==> run_1/clock_map.png <==
The bar under the picture is 50 um long.
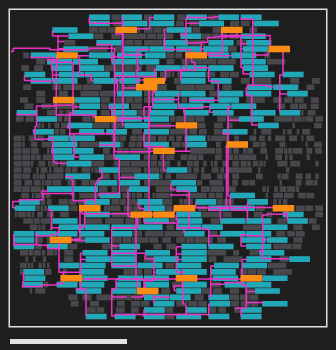
==> run_1/drive_strength.png <==
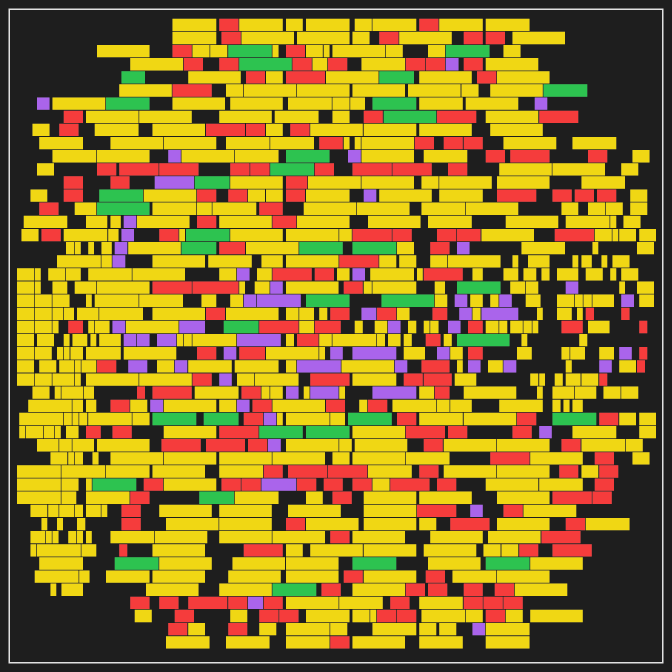
==> run_1/final_placement.png <==
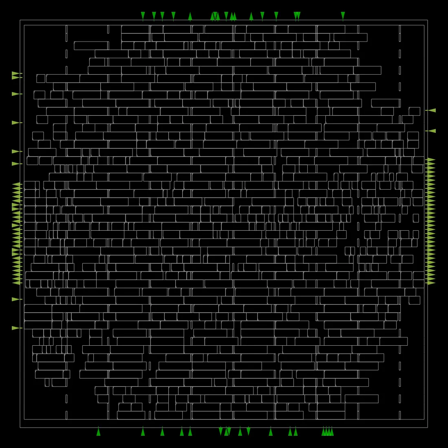
File: config.mk
export PLATFORM = sky130hd
export DESIGN_NAME = dnn_result_collector
export DESIGN_NICKNAME = d
export VERILOG_FILES = /design/src/rtl/dnn_result_collector.sv
export SDC_FILE = /design/constraint.sdc
export NUM_CORES = 1
export LEC_CHECK = 0
export CAP_MARGIN = 20
export CORE_UTILIZATION = 57
export CTS_BUF_LIST = sky130_fd_sc_hd__clkbuf_4 sky130_fd_sc_hd__clkbuf_8 sky130_fd_sc_hd__clkbuf_16
export DETAILED_ROUTE_END_ITERATION = 8
export PLACE_DENSITY = 0.88
export SLEW_MARGIN = 20
export SYNTH_ARGS = -nofsm -noshare
export SYNTH_HDL_FRONTEND = slang
export SYNTH_SLANG_ARGS = --single-unit
File: constraint.sdc
create_clock -name clk -period 5.8 [get_ports clk]
set_clock_uncertainty 0.2 [all_clocks]
set_input_delay 1.74 -clock clk [delete_from_list [all_inputs] [get_ports clk]]
set_output_delay 1.74 -clock clk [all_outputs]
set_load 0.02 [all_outputs]
File: src/rtl/dnn_result_collector.sv
// dnn_result_collector
// Downstream stage of the 4-4-2 DNN core. It pairs the two output-neuron values
// (out0 from neuron 8, out1 from neuron 9). The two values may arrive on different
// cycles. Each completed pair is classified by argmax and queued in a small FIFO,
// and a consumer drains the FIFO with a valid/ready handshake.
//
// Ports
//   clk, rst_n               clock (rising edge), asynchronous active-low reset
//   out0/out0_ready          neuron-8 value and its single-cycle capture strobe
//   out1/out1_ready          neuron-9 value and its single-cycle capture strobe
//   res_valid/res_ready      FIFO head handshake
//   res_class                0: out0 >= out1, 1: out1 > out0 (head pair)
//   res_score0/res_score1    head pair values
//   res_margin               head out0 - out1, 18 bits
//   res_count                FIFO occupancy, 0..DEPTH
//   busy                     a pair is half-captured
//   timeout_err              sticky: half pair discarded because its partner never came
//   overflow                 sticky: completed pair dropped because the FIFO was full
//   clr_err                  synchronous clear of both sticky flags
module dnn_result_collector #(
    parameter int DEPTH      = 4,
    parameter int TIMEOUT    = 64,
    parameter bit SIGNED_OUT = 1'b1
) (
    input  logic                      clk,
    input  logic                      rst_n,
    input  logic [16:0]               out0,
    input  logic [16:0]               out1,
    input  logic                      out0_ready,
    input  logic                      out1_ready,
    output logic                      res_valid,
    input  logic                      res_ready,
    output logic                      res_class,
    output logic [16:0]               res_score0,
    output logic [16:0]               res_score1,
    output logic [17:0]               res_margin,
    output logic [$clog2(DEPTH):0]    res_count,
    output logic                      busy,
    output logic                      timeout_err,
    output logic                      overflow,
    input  logic                      clr_err
);

    localparam int AW = $clog2(DEPTH);
    localparam int CW = AW + 1;
    localparam int TW = $clog2(TIMEOUT);
    localparam logic [TW-1:0] TMAX = TW'(TIMEOUT - 1);
    localparam logic [CW-1:0] CFULL = CW'(DEPTH);

    typedef enum logic [1:0] {
        S_IDLE,
        S_HAVE0,
        S_HAVE1
    } state_t;

    state_t          r_state;
    state_t          w_nextState;
    logic [TW-1:0]   r_timer;
    logic [TW-1:0]   w_nextTimer;
    logic [16:0]     r_lat0;
    logic [16:0]     r_lat1;
    logic            w_load0;
    logic            w_load1;
    logic            w_push;
    logic [16:0]     w_pushD0;
    logic [16:0]     w_pushD1;
    logic            w_timeoutEv;

    logic [16:0]     r_mem0 [DEPTH];
    logic [16:0]     r_mem1 [DEPTH];
    logic [AW-1:0]   r_wrPtr;
    logic [AW-1:0]   r_rdPtr;
    logic [CW-1:0]   r_count;
    logic [16:0]     r_last0;
    logic [16:0]     r_last1;
    logic            r_timeoutErr;
    logic            r_overflow;

    logic            w_empty;
    logic            w_full;
    logic            w_pop;
    logic            w_doPush;
    logic            w_overflowEv;
    logic [16:0]     w_head0;
    logic [16:0]     w_head1;
    logic [17:0]     w_ext0;
    logic [17:0]     w_ext1;

    // Pairing FSM: state, timer and the latched half of a pair.
    always_ff @(posedge clk or negedge rst_n) begin
        if (!rst_n) begin
            r_state <= S_IDLE;
            r_timer <= '0;
            r_lat0  <= '0;
            r_lat1  <= '0;
        end else begin
            r_state <= w_nextState;
            r_timer <= w_nextTimer;
            if (w_load0) r_lat0 <= out0;
            if (w_load1) r_lat1 <= out1;
        end
    end

    // Next-state logic. When a partner strobe completes a pair while the waiting
    // side also strobes again, the new value starts the next pair.
    // A partner strobe on the final timer cycle is checked first, so it wins.
    always_comb begin
        w_nextState = r_state;
        w_nextTimer = '0;
        w_load0     = 1'b0;
        w_load1     = 1'b0;
        w_push      = 1'b0;
        w_pushD0    = out0;
        w_pushD1    = out1;
        w_timeoutEv = 1'b0;
        case (r_state)
            S_IDLE: begin
                if (out0_ready && out1_ready) begin
                    w_push = 1'b1;
                end else if (out0_ready) begin
                    w_load0     = 1'b1;
                    w_nextState = S_HAVE0;
                end else if (out1_ready) begin
                    w_load1     = 1'b1;
                    w_nextState = S_HAVE1;
                end
            end
            S_HAVE0: begin
                w_pushD0 = r_lat0;
                if (out1_ready) begin
                    w_push = 1'b1;
                    if (out0_ready) begin
                        w_load0 = 1'b1;
                    end else begin
                        w_nextState = S_IDLE;
                    end
                end else if (out0_ready) begin
                    w_load0 = 1'b1;
                end else if (r_timer == TMAX) begin
                    w_timeoutEv = 1'b1;
                    w_nextState = S_IDLE;
                end else begin
                    w_nextTimer = r_timer + 1'b1;
                end
            end
            S_HAVE1: begin
                w_pushD1 = r_lat1;
                if (out0_ready) begin
                    w_push = 1'b1;
                    if (out1_ready) begin
                        w_load1 = 1'b1;
                    end else begin
                        w_nextState = S_IDLE;
                    end
                end else if (out1_ready) begin
                    w_load1 = 1'b1;
                end else if (r_timer == TMAX) begin
                    w_timeoutEv = 1'b1;
                    w_nextState = S_IDLE;
                end else begin
                    w_nextTimer = r_timer + 1'b1;
                end
            end
            default: begin
                w_nextState = S_IDLE;
            end
        endcase
    end

    assign w_empty      = (r_count == '0);
    assign w_full       = (r_count == CFULL);
    assign w_pop        = !w_empty && res_ready;
    // A pop on the same edge frees the slot, so a push into a full FIFO still succeeds.
    assign w_doPush     = w_push && (!w_full || w_pop);
    assign w_overflowEv = w_push && w_full && !w_pop;

    // FIFO storage. When full with a simultaneous pop, the write slot equals the
    // departing head slot, which is safe because the head moves on at the same edge.
    always_ff @(posedge clk) begin
        if (w_doPush) begin
            r_mem0[r_wrPtr] <= w_pushD0;
            r_mem1[r_wrPtr] <= w_pushD1;
        end
    end

    // FIFO pointers, occupancy, the last popped pair and the sticky flags.
    always_ff @(posedge clk or negedge rst_n) begin
        if (!rst_n) begin
            r_wrPtr      <= '0;
            r_rdPtr      <= '0;
            r_count      <= '0;
            r_last0      <= '0;
            r_last1      <= '0;
            r_timeoutErr <= 1'b0;
            r_overflow   <= 1'b0;
        end else begin
            if (w_doPush) r_wrPtr <= r_wrPtr + 1'b1;
            if (w_pop) begin
                r_rdPtr <= r_rdPtr + 1'b1;
                r_last0 <= r_mem0[r_rdPtr];
                r_last1 <= r_mem1[r_rdPtr];
            end
            if (w_doPush && !w_pop) begin
                r_count <= r_count + 1'b1;
            end else if (!w_doPush && w_pop) begin
                r_count <= r_count - 1'b1;
            end
            if (w_timeoutEv) begin
                r_timeoutErr <= 1'b1;
            end else if (clr_err) begin
                r_timeoutErr <= 1'b0;
            end
            if (w_overflowEv) begin
                r_overflow <= 1'b1;
            end else if (clr_err) begin
                r_overflow <= 1'b0;
            end
        end
    end

    // While the FIFO is empty the outputs keep showing the last popped pair.
    // The FIFO memory is only read when it holds valid entries.
    assign w_head0 = w_empty ? r_last0 : r_mem0[r_rdPtr];
    assign w_head1 = w_empty ? r_last1 : r_mem1[r_rdPtr];

    // The 18-bit difference of two extended 17-bit values cannot overflow.
    // Its sign bit is therefore exactly "out1 > out0", and a tie gives class 0.
    assign w_ext0 = SIGNED_OUT ? {w_head0[16], w_head0} : {1'b0, w_head0};
    assign w_ext1 = SIGNED_OUT ? {w_head1[16], w_head1} : {1'b0, w_head1};

    assign res_margin  = w_ext0 - w_ext1;
    assign res_class   = res_margin[17];
    assign res_score0  = w_head0;
    assign res_score1  = w_head1;
    assign res_valid   = !w_empty;
    assign res_count   = r_count;
    assign busy        = (r_state != S_IDLE);
    assign timeout_err = r_timeoutErr;
    assign overflow    = r_overflow;

endmodule

==> run summary, run 1 <==
Results of the flow run.

Per the placement report, the placed cell count is roughly 950. The post-synthesis cell type count stands at about 48.

The yosys cell count stands at about 620. The biggest fanout along the worst timing path stands at 4. Summed over all instances, the cell type with the most area after synthesis is sky130_fd_sc_hd__edfxtp_1. TritonCTS built the clock tree.

Data arrives at the worst endpoint at about 4 ns. The number of global-route vias before repair stands at about 6400. In the final timing run, aggregate negative setup slack is -0.0426 ns. The met1 demand-to-capacity share in global routing stands at approximately a third.

In this run the worst setup path begins at r_rdPtr[0]. Per the cell usage report, the commonest logic cell in the layout is sky130_fd_sc_hd__edfxtp_1. The chip occupies about 18000 um^2. The initial standard-cell utilization of the core stands at between 50% and 60%. The met2 wirelength from detailed routing stands at ~12000 um. In this run the most used layer during global routing was met2.

The number of resized instances in the post-cts repair step stands at between 40 and 50. The port buffer count stands at between 90 and 100. The total setup buffers inserted after CTS stands at 10. The flow ran to the end, but the final reports show violations. Entering global routing, the biggest net connects about 50 pins.

The required time of the critical path stands at 3.86 ns. The clock latency reported for the late side of the worst-skew pair stands at ~0.5 ns. Per the final layout report, the fraction of cells sized above drive strength 1 comes to around 35%. The final standard cell utilization of the core stands at between 70% and 80%.

A synthesized cell averages around 16 um^2. For this run, the slowest stage of the critical path takes between 0.5 and 0.6 ns. The number of gates on the worst path with buffers counted stands at 13. Setup slack on the worst reg-to-reg path comes out at about 2.0 ns.

Setup repair after global routing could not meet its margin everywhere. TritonRoute output was used to compute an average wire per cell of between 20 and 25 um. Clock tree synthesis selected as its root buffer the cell sky130_fd_sc_hd__clkbuf_16.

The number of cell instances on the worst register-to-register path stands at 11. The number of setup violations in the final report stands at 1. The final wirelength stands at approximately 23000 um.

The yosys synthesis chip area stands at 10100 um^2. Synthesis produced a netlist whose cell count is between 600 and 700. Yosys instantiated no cell more often than sky130_fd_sc_hd__edfxtp_1. The launch point of the worst register-to-register path is recorded as r_state[0]. The final hold slack stands at 0.265 ns. The worst setup slack after layout stands at -0.0426 ns.

The worst pin sits at a relative slew slack of 24.2%. The count of tool warnings stands at 34. The routed length on met3 stands at roughly 1400 um. The first global-routing pass estimated about 36000 um of wire. Per the detail_route report, vias per standard cell equal 6.01. The synthesis stat section lists a flop and latch total of about 220. The count of library flops with an enable pin stands at about 140. The height of the die stands at approximately 130 um.

The number of antenna violations at the first check in global routing is 0. The first detailed-routing pass ran for 5 iterations. Among all stages on the critical path, the largest delay is contributed by sky130_fd_sc_hd__mux4_2. The final reports fail on setup timing. The worst hold path begins at r_timer[0]. The number of synthesis warnings stands at 0. Per the run summary, max-cap violations total 0. Once placement finished, the instance area stood at ~11000 um^2.

The longest clock path from root to sink contains 3 buffers. met2 track demand over resource after global routing is 45.6%. The async set-reset flop share out of synthesis stands at roughly two fifths. The level count of the clock H-tree stands at 1. The post-synthesis instance area stands at 10100 um^2. The detail route stage leaves a number of antenna-violating nets equal to 0. The fraction of met3 tracks used by global routing stands at between 4 and 5%. For this block, the initial DRC count from the detailed router was between 500 and 600. STA reports the tightest min-delay check as being of type reg2reg. The registers of the reported paths see a clock transition of about 0.07 ns.

In the final design database the tool counted around 830 nets. Per the detail_route log, the uppermost layer with routed signals is met4. Broken down by cell family, the worst path's largest delay share belongs to AND-OR/OR-AND gates.
## Picture notes: clock_map.png
Magenta shows clock wires, length 2410 um. Cyan shows flip-flops, count 221. Orange shows cells driving clock nets, count 22.
There are 23 routed clock nets.

## Picture notes: drive_strength.png
Green shows drive 6 and up, cells 35, share 4.5%, most used clkbuf_16. Red shows drive 2, cells 182, share 24%, most used mux2_2. Purple shows drive 3 to 4, cells 57, share 7.4%, most used buf_4. Yellow shows drive 1 or less, cells 500, share 65%, most used edfxtp_1.
finished layout cell area: 12500 um^2
Final Worst Setup Slack: -0.0426 ns
non-clock buffer count: 140
area grow syn2layout: 24.1%

## Picture notes: final_placement.png
number of flip-flops and latches: 221
Std-Cell Core Area: 17300 um^2
sequential fraction of total cell area: 49.6%
final non-filler cell total: 999
filler cell count in the final layout: 1055

[run 1: layout make-up]
cell class / count / area (um^2) / area share, %
clock inverters: 14 / 199 / 1.59
multi-input cells: 344 / 3780 / 30.2
flip-flops and latches: 221 / 6210 / 49.6
well taps: 225 / 282 / 2.25
inverters: 29 / 109 / 0.870
repair buffers: 140 / 1330 / 10.6
clock buffers: 26 / 604 / 4.83
[run 1: kinds of logic (layout without fill, tap and decap cells)]
group	Yosys count	count (layout)	share of synthesized area, %
fa+ha+maj	29	29	3.75
simple gates	59	59	2.95
flops	221	221	61.6
compound gates	63	63	4.48
xor+xnor	22	22	1.91
buf+inv	55	209	2.62
mux	171	171	22.7
--- run 2 (diff from run 1) ---
--- a/config.mk
+++ b/config.mk
@@ -10,6 +10,7 @@
 export CTS_BUF_LIST = sky130_fd_sc_hd__clkbuf_4 sky130_fd_sc_hd__clkbuf_8 sky130_fd_sc_hd__clkbuf_16
 export DETAILED_ROUTE_END_ITERATION = 8
 export PLACE_DENSITY = 0.88
+export SKIP_CTS_REPAIR_TIMING = 1
 export SLEW_MARGIN = 20
 export SYNTH_ARGS = -nofsm -noshare
 export SYNTH_HDL_FRONTEND = slang
==> run_2/registers.png <==
The bar under the picture is 50 um long.
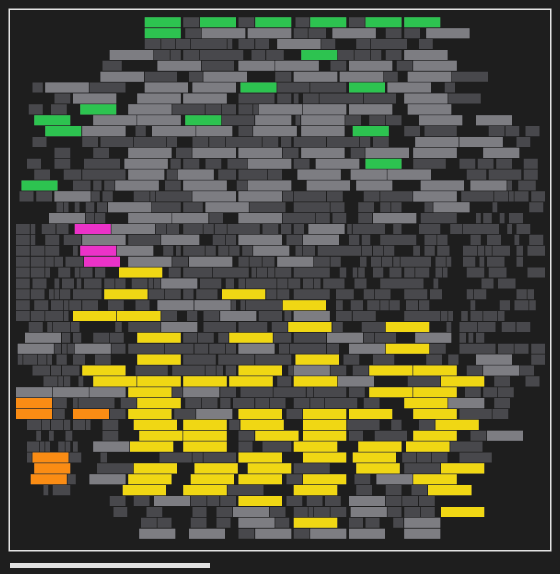
Orange shows `r_timer`, sequential cells 6, where lower left. Green shows `r_lat1`, sequential cells 17. Yellow shows `r_mem0`, sequential cells 68. Magenta shows `res_count`, sequential cells 3.
Another 127 sequential cells are not colored.
FF/Latch Area: 6210 um^2
final core utilization: 73.5%
sequential fraction of total cell area: 48.9%

==> run 2 against run 1 <==
  * The run still ends with setup timing left
  * Global-route usage shrank 0.72 points
  * Synthesized cell count is the same
  * Wire length increased by 1.2%
  * Fmax shrank 0.60%
  * Worst hold slack better by 0.0089 ns
  * Setup slack lost 0.035 ns
==> run summary, run 2 <==
Results of the flow run.

The number of setup violations in the final report stands at 2 (+1). The met1 demand-to-capacity share in global routing stands at 33.1% (-0.42 points). The portion of the layout cell area used by non-clock buffers came to 11.2% (+0.60 points). The number of synthesis warnings was 0 (unchanged). The setup slack of the most critical reg-to-reg path is 1.99 ns (-0.02 ns).

The count of library flops with an enable pin stands at 136 (unchanged). The run finished, with violations left. The height of the die stands at 135 um (unchanged). The buffer count excluding the clock tree in the final layout came to 150 (+7.1%). The number of synthesized register bits stands at 221 (unchanged). The number of global-route vias before repair stands at 6319 (-1.9%). The first-pass GRT wire length was 34600 um (-2.5%). Setup repair after global routing could not meet its margin everywhere. The transition time of the tightest slew-check pin stands at between 1 and 1.5 ns.

Looking at the clock tree report, the root buffer type is sky130_fd_sc_hd__clkbuf_16. The number of vias per cell after detailed routing came to 6.07 (+1.1%). Relative to the synthesized area, the layout overhead comes to 26.1%. The core outline area came to 17300 um^2 (unchanged). The met2 global-route usage stands at 43.9% (-1.7 points). STA classifies the critical path endpoint as a primary output. The routed length on met3 stands at 1480 um (+3.6%). Broken down by cell family, the worst path's largest delay share belongs to buffers and inverters.

The filler cell count came to 1023 (-3.0%). The number of antenna violations at the first check in global routing stands at 0 (unchanged). The level count of the clock H-tree stands at 1 (unchanged). The final cell area excluding filler cells stands at 12700 um^2 (+1.6%). The share of the final layout cell area in multi-input gates was 30.5% (+0.31 points).

The final hold slack stands at 0.274 ns (+0.00889 ns). The wire length per cell is 23.5 um (+0.16%). Counting only logic cells after layout, the most numerous master is sky130_fd_sc_hd__edfxtp_1. The total die size stands at 18200 um^2 (unchanged). The number of nets at the end of the flow came to 837 (+1.2%). The post-synthesis instance area stands at 10100 um^2 (unchanged). The final reports fail on setup timing.

The DRC violation total after the first TritonRoute iteration came to 458 (-16%). The deepest clock path buffer count is 3 (unchanged). The mean instance size in the synthesized netlist came to 16.3 um^2 (unchanged).

The async set-reset flop share out of synthesis stands at 38.5% (unchanged). The met2 wirelength from detailed routing stands at 12100 um (about the same). The fraction of met3 tracks used by global routing is 4.09% (-0.53 points). The area fraction of clock buffers and clock inverters is 6.32% (-0.099 points). The port buffer count came to 99 (unchanged). In this run the most used layer during global routing was met2.

Checking hold timing, the worst path is listed with class reg2reg. The number of cell instances on the worst register-to-register path stands at 11 (unchanged). The data arrival time of the critical path is 3.94 ns (+0.04 ns). The final wirelength stands at 23700 um (+1.2%).

The ratio of cells with drive above 1 in the final layout stands at 37.4% (+2.0 points). The clock latency reported for the late side of the worst-skew pair is 0.50 ns (about the same). The number of gates on the worst path with buffers counted was 10 (-3).

The placed cell area is 11400 um^2 (unchanged). The biggest fanout along the worst timing path came to 4 (unchanged). For this run, the total global-route usage over all layers was measured as 25.4%.

The launch point of the worst min-delay path is recorded as r_timer[0]. According to the timing report, the critical path is launched from r_rdPtr[0]. The yosys synthesis chip area was 10100 um^2 (unchanged). The worst setup slack after layout is -0.0779 ns (-0.0353 ns). The logic area was 3880 um^2 (+2.6%).

The total number of sequential cells is 221 (unchanged). The first-pass iteration count of the detailed router came to 5 (unchanged). TritonCTS built the clock tree. The setup TNS is -0.115 ns (-0.0720 ns). By area, the class that comes first in the final layout consists of flip-flops and latches. The initial standard-cell utilization of the core stands at 58.3% (unchanged). Along the critical path, the tally of buffer and inverter instances is 3. The net count after synthesis is 689. The biggest area contributor in the post-synthesis netlist is sky130_fd_sc_hd__edfxtp_1. The post-synthesis cell type count stands at 48 (unchanged). The number of clock buffers in the layout came to 26 (unchanged). The yosys cell count stands at 620 (unchanged). The biggest cell delay along the critical path was 0.67 ns (+0.12 ns). The final cell count without fillers was 1009 (+1.0%). The count of tool warnings came to 33 (-2.9%). The number of buffers inserted during clock tree synthesis stands at 22.

The count of maximum capacitance violations came to 0 (unchanged). Signal nets in the final route climb as high as met4. The worst-case headroom to the max-slew limit stands at 23.2% (-0.98 points). The number of non-clock inverters in the layout was 29 (unchanged).

The most common cell in the synthesized netlist is sky130_fd_sc_hd__edfxtp_1. The worst register-to-register path begins at r_state[0]. The number of standard cells after synthesis stands at 620 (unchanged).
## run 2: cell families (layout without fill, tap and decap cells)
| group | after synthesis | after routing | share of synthesized area (%) |
|---|---|---|---|
| flops | 221 | 221 | 61.6 |
| compound gates | 63 | 63 | 4.48 |
| fa+ha+maj | 29 | 29 | 3.75 |
| simple gates | 59 | 59 | 2.95 |
| mux | 171 | 171 | 22.7 |
| buf+inv | 55 | 219 | 2.62 |
| xor+xnor | 22 | 22 | 1.91 |
--- run 3 (diff from run 2) ---
--- a/config.mk
+++ b/config.mk
@@ -6,6 +6,7 @@
 export NUM_CORES = 1
 export LEC_CHECK = 0
 export CAP_MARGIN = 20
+export CORE_ASPECT_RATIO = 0.7
 export CORE_UTILIZATION = 57
 export CTS_BUF_LIST = sky130_fd_sc_hd__clkbuf_4 sky130_fd_sc_hd__clkbuf_8 sky130_fd_sc_hd__clkbuf_16
 export DETAILED_ROUTE_END_ITERATION = 8
==> run_3/clock_map.png <==
The bar under the picture is 50 um long.
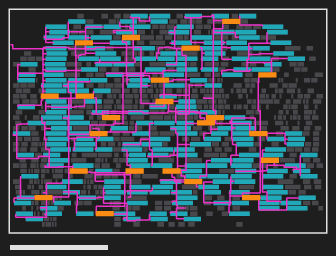
Cyan shows flip-flops, count 221. Magenta shows clock wires, length 2460 um. Orange shows cells driving clock nets, count 22.
There are 23 routed clock nets. Position of the flops: widely spread.

==> run 3 against run 2 <==
  * The flow now finishes without violations
  * Utilization is 1.7 points lower
  * Final area is 2.7% lower
  * Setup slack better by 0.14 ns
  * Sequential share of layout area is 1.4 points higher
  * Highest routed layer unchanged
  * Critical path type unchanged
  * Register-to-register slack better by 0.46 ns
  * Non-clock buffer count is 7 lower
  * Wire length is 6.7% lower
  * Largest cell class unchanged
  * Flip-flop count stayed put
  * Fmax is 2.4% higher
==> run summary, run 3 <==
Results of the flow run.

The core outline area stands at 17200 um^2 (-0.46%). The worst setup path is captured at a primary output. The growth of design area from synthesis to finish stands at 22.6%.

The yosys cell count stands at 620 (unchanged). STA lists the startpoint of the worst register-to-register path as r_state[0]. TritonCTS built the clock tree. The final cell area excluding filler cells stands at 12400 um^2 (-2.7%).

The final wirelength stands at 22100 um (-6.7%). The number of vias per cell after detailed routing stands at 5.95 (-2.1%). STA reports the tightest min-delay check as being of type reg2reg. The most frequently used library cell after synthesis is sky130_fd_sc_hd__edfxtp_1. The post-synthesis cell type count came to 48 (unchanged).

The number of nets at the end of the flow is 830 (-0.84%). The worst-case headroom to the max-slew limit stands at 27.5% (+4.2 points). The transition time of the tightest slew-check pin was 1.09 ns (-0.0631 ns). The number of setup violations in the final report is 0 (-2). The count of tool warnings came to 33 (unchanged).

The wire length per cell stands at 22.0 um (-6.6%). The setup TNS is 0 ns (+0.115 ns). The count of library flops with an enable pin stands at 136 (unchanged). The initial standard-cell utilization of the core is 58.6% (+0.27 points). The height of the die stands at 113 um (-16%). The async set-reset flop share out of synthesis stands at 38.5% (unchanged). The first-pass iteration count of the detailed router came to 5 (unchanged). Setup repair after global routing could not meet its margin everywhere.

The met2 global-route usage is 40.3% (-3.6 points). The placed cell area is 11500 um^2 (+0.42%). The total die size was 18200 um^2 (about the same). The yosys synthesis chip area stands at 10100 um^2 (unchanged). The launch point of the worst min-delay path is recorded as r_timer[0]. The flow ran to the end, and the final reports show no timing, DRC or antenna violations. The number of gates on the worst path with buffers counted stands at 12 (+2).

The deepest clock path buffer count is 3 (unchanged). The total DRC errors in the routed layout stands at 0. In this run the top signal layer used is met4. Per the synthesis report, the dominant area consumer among library cells is sky130_fd_sc_hd__edfxtp_1. The number of cell instances on the worst register-to-register path was 12 (+1).

Global routing put the most usage on met2. The count of maximum capacitance violations stands at 0 (unchanged). The first-pass GRT wire length was 34600 um (-0.18%). The most critical setup path has its startpoint at res_count[0]. The number of buffers inserted during clock tree synthesis stands at 22 (unchanged). The routed length on met3 came to 1550 um (+4.8%). The clock latency reported for the late side of the worst-skew pair stands at 0.51 ns (about the same). The global-route total usage across every layer stands at 24.9% (-0.48 points).

The fraction of met3 tracks used by global routing is 3.45% (-0.65 points). The final cell count without fillers stands at 1007 (-0.20%). The setup slack of the most critical reg-to-reg path is 2.45 ns (+0.46 ns). The biggest cell delay along the critical path stands at 0.47 ns (-0.20 ns). The biggest fanout along the worst timing path stands at 25 (+21). The total buffers and inverters traversed by the critical path stands at 3 (unchanged). The port buffer count stands at 99 (unchanged). The data arrival time of the critical path stands at 3.80 ns (-0.14 ns). The post-synthesis instance area stands at 10100 um^2 (unchanged). The met2 wirelength from detailed routing is 10400 um (-14%). The number of synthesis warnings came to 0 (unchanged). The number of global-route vias before repair stands at 6196 (-1.9%). The ratio of cells with drive above 1 in the final layout came to 34.8% (-2.6 points).
-- run 3: cell counts after synthesis --
No cell type changed its count.
-- run 3: final cells by class --
class                           instances  area [um^2]
Clock buffer                           29          621
Timing Repair Buffer                  143         1360
Clock inverter                         10         98.8
Tap cell                              231          289
Sequential cell                       221         6210
Fill cell                            1076         4850
Inverter                               29          109
Multi-Input combinational cell        344         3670
-- run 3: cells by family after synthesis --
logic type / count (synthesis) / synth area share [%]
xor gates and xnor gates: 22 / 1.91
and+or+nand+nor: 59 / 2.95
buffers and inverters: 55 / 2.62
DFF: 221 / 61.6
AOI/OAI and AO/OA: 63 / 4.48
adders and majority gates: 29 / 3.75
muxes: 171 / 22.7

==> screenshots <==
Wire density map.
panel A
27 x 27 tiles, from dark blue (low) to red (high), scaled to the fullest tile. Values are wire area over tile area, all layers added.
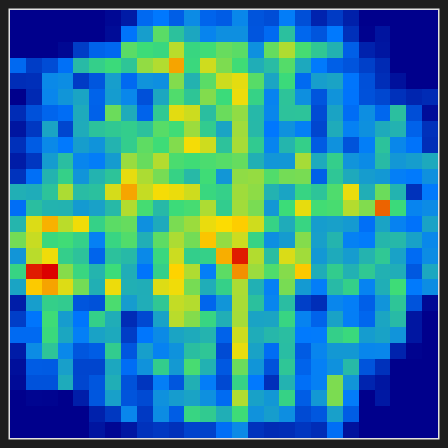
panel B
32 x 23 tiles, from dark blue (low) to red (high), scaled to the fullest tile. Values are wire area over tile area, all layers added.
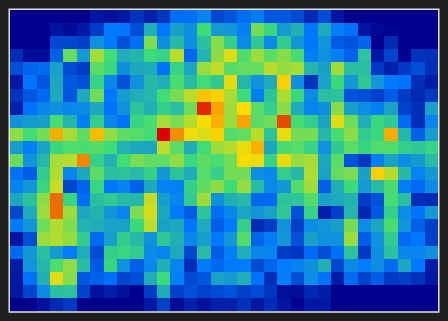
For run 3, see panel B.
For run 2, see panel A.

Key to panel B:
The mean over all tiles is 0.20. The densest ninth of the die: center. The fullest tile reaches 0.58. 22% of the tiles are over half the peak. 7.3% of the tiles are nearly empty.

